Design gf_divider_ctrl, sky130hd; sources not shown.
**Register map, names as in the netlist**

Bar = 20 um. Other sequential cells in the stronger gray, the rest of the logic in the fainter gray.
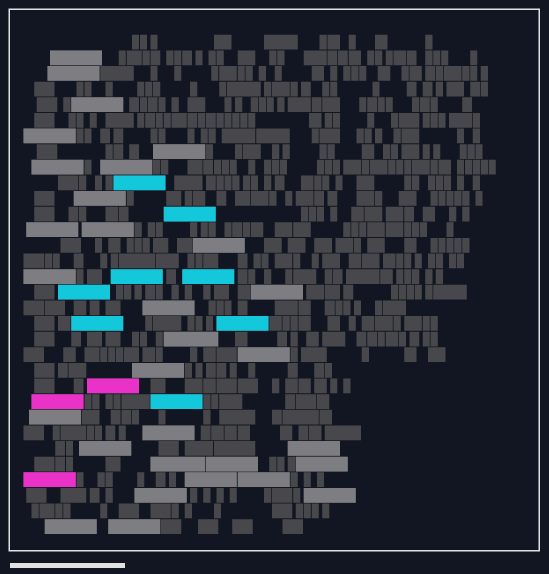
- `round_q`: magenta (sequential cells 3)
- `p_q`: cyan (sequential cells 8; where west)
- not colored: 30
Sequential Area: 1030 um2
Seq power: 0.000876 W
Seq/total area: 24.2%

**Clock wiring as the flow saved it**

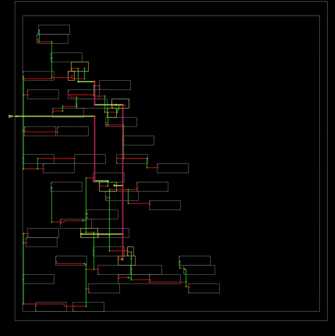
clock distribution power: 0.000312 W
sequential cell count: 41

**Nets reached from selected ports**

Bar = 20 um.
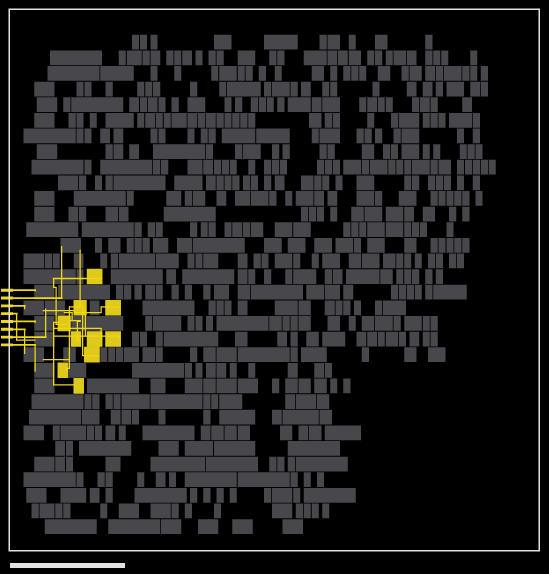
- `divisor`: yellow (bits 8; direction input; edge west; end cells 10; buffers 8; wire 186 um)
# port buffers: 29
IO Pins: 30

**Metal layers overlaid**

Two of the layers only.
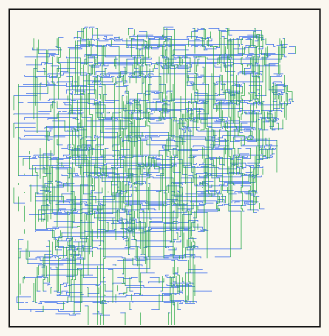
- M2: green (wire length 4690 um)
- M1: blue (wire length 4180 um)
overall routing resource usage: 24.1%
via count: 3601

**Zoomed window**

Window x 3 to 43, y 50 to 90 um. Cells in gray, sequential cells in the stronger gray; small squares are vias.
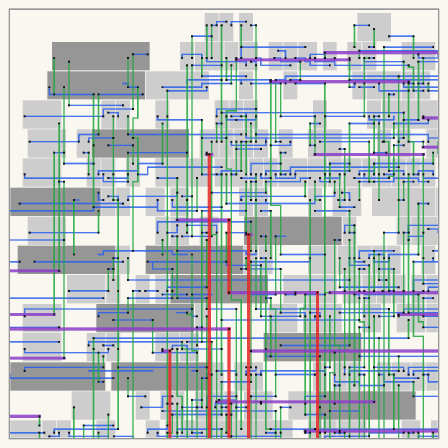
- M2: green
- M1: blue
- M4: red
- M3: purple
- most frequent: nand2_1 (77), nand3_1 (15), dfrtp_1 (13)
- cells with their middle in the window: 152
- sequential cells in the window: 13

==> summary.txt <==
fresh numbers from the pnr run: worst min path class reg -> reg, Die Area 8650 um2, min Tclk post-route 3.02 ns, # Cells Yosys 561, slack of the worst reg-to-reg path 0.48 ns, R2R cell count 17, gpl congestion 0.890, worst-path fanout max 16, aoi share 4.09%, and+or+nand+nor area frac 48.1%, most used logic cell in the final layout nand2_1, Slowest-stage cell, CP dfrtp_2, Detailed Place HPWL 7.42 mm, RSZ-0062 raised after global routing false, CP cell instances inv_2 > nand3_2 > nand2_4 > nand2_1 > nand2_2 > nand2_1 > inv_1 > nand2_1 > nand2_1 > nand2_1 > nand2_1 > xor2_1 > xor2_1 > xnor2_1 > buf_4 > and2_1 > o21ai_2, filler instances 753, Mux area share 0%, TritonCTS Buffers 5, grt ovf 0, Pleak 2.21 nW, register area share after synthesis 27.5%, Worst slew margin 39.4%, Core Area 7610 um2, CTS root buffer clkbuf_8, worst setup margin 0.476 ns, Max Cap Viol 0, CTS Hold Bufs 0, synthesized instance count 561, slowest stage delay, CP 0.54 ns, Synth cell types 34, CP Launch Type flop, Top Layout Cells nand2_1, nand3_1, inv_1, dfrtp_1, clkdlybuf4s50_1, tally of OpenROAD warnings 27, H-tree levels 2, Inst Count DP 694, adder share 0.671%, pin count of the biggest net entering global routing 42, post-synthesis net count 582, Late-Pin Clk Latency 0.30 ns, drt wl/cell 13.7 um, worst vdd ir 613 uV, vias in the first global route 3589, comb area leader simple AND/OR/NAND/NOR gates, syn_area_per_cell 6.65 um2, Comb gate area 2420 um2, CP arrival 3.07 ns, non-filler cells, final 702, Yosys Chip Area 3730 um2, maximum clock insertion buffer count 2, CTS tree built, Slew Viols, Final 0, PostCTS Resize Cnt 0, status finished clean, endpoints failing setup 0, DR vias/cell 5.13, FP Core Util 49.0%, Die W 92 um, cell mode on critical path nand2_1, Final #Nets 620, antenna viol nets, final 0, Seq cells post-synth 41, fmax 331 MHz, synth warn 0, actual slew at the worst max-slew pin 0.905 ns, final worst-path cycle share 86.4%, WS Path Type reg -> reg, mapped cell area 3730 um2, # diodes 0, Place WS 0.354 ns, Row Count 32, clock sinks 41, Pwr Density 1100 nW/um2, first-pass GRT wire length 16.6 mm, Worst setup EP type flop, Req. time, crit path 3.55 ns, residual DRC count 0, Sum Neg Setup Slack 0 ns, area delta synth->final 13.8%, chip height 94 um, clock slew at reported path FFs 0.09 ns, final wirelength 9.59 mm, Pre-Repair DR Iteration Count 5, antenna violations before repair 0, yosys xor share 12.0%, Final Hold Fails 0, Iteration-0 DRC Markers 253, layout cells sized above 1 15.0%, Setup Fix Bufs, Post-CTS 0, hold path depth 2
==> report_power, final <==
part | switching [W] | internal, W | total (W)
clock network | 0.000174 | 0.000138 | 0.000312
logic | 0.00230 | 0.00120 | 0.00350
registers | 0.000199 | 0.000677 | 0.000876
total | 0.00267 | 0.00202 | 0.00468
==> routing by layer <==
layer	track usage, %	vias to the layer above	share of wire (%)
met5	0	-	0
met4	11.2	0	2.6
met2	41.9	96	49
met1	30.2	1661	44
met3	2.41	22	4.9
li1	-	1822	-
==> cells by family after synthesis <==
logic type | count (synthesis)
buffers and inverters | 65
AND/OR/NAND/NOR | 382
AND-OR/OR-AND | 26
XOR/XNOR | 45
adder cells (fa/ha/maj) | 2
flip-flops | 41
==> through the flow <==
stage	cell area, um2	util (%)	power [W]	hold WS, ns
final	4250	55.8	0.00468	0.335
after global routing	4250	55.8	0.00515	0.363
after detailed placement	4160	54.7	0.00433	0.316
after CTS	4240	55.8	0.00467	0.337
after global placement	4160	54.7	0.00429	0.318
after floorplan	3730	-	0.00344	0.292
==> synth_stat cells <==
library cell / number / area, um2
a21oi_1: 2 / 10.0
and2_1: 1 / 6.26
buf_2: 2 / 10.0
buf_4: 2 / 15.0
buf_6: 4 / 45.0
clkbuf_1: 1 / 3.75
clkinv_1: 3 / 11.3
dfrtp_1: 41 / 1030
ha_1: 2 / 25.0
inv_1: 39 / 146
inv_2: 13 / 48.8
inv_4: 1 / 6.26
nand2_1: 258 / 968
nand2_2: 25 / 156
nand2_4: 9 / 101
nand3_1: 46 / 230
nand3_2: 6 / 60.1
nand3_4: 4 / 70.1
nand3b_1: 2 / 15.0
nand4_1: 14 / 87.6
nand4_2: 1 / 12.5
nor2_1: 11 / 41.3
nor2_8: 1 / 20.0
nor4_1: 2 / 12.5
o21a_1: 5 / 37.5
o21ai_0: 11 / 55.1
o21ai_1: 4 / 20.0
o21ai_2: 2 / 17.5
o22ai_1: 2 / 12.5
or2_1: 2 / 12.5
xnor2_1: 17 / 149
xnor2_2: 2 / 32.5
xor2_1: 21 / 184
xor2_2: 5 / 81.3
==> critical path: cells and delay by family (launching register included) <==
kind / cells / cell delay (ns)
buffers and inverters: 3 / 0.44
AOI/OAI and AO/OA: 1 / 0.05
DFF: 1 / 0.54
and+or+nand+nor: 10 / 1.13
xor gates and xnor gates: 3 / 0.59
==> final cells by class <==
class	instances	area share, %
inverters	56	5.01
flip-flops and latches	41	24.2
clock buffers	5	1.62
repair buffers	40	8.78
well taps	102	3.01
clock inverters	3	0.412
multi-input cells	455	57.0
Power is estimated from default activity; no workload was simulated.
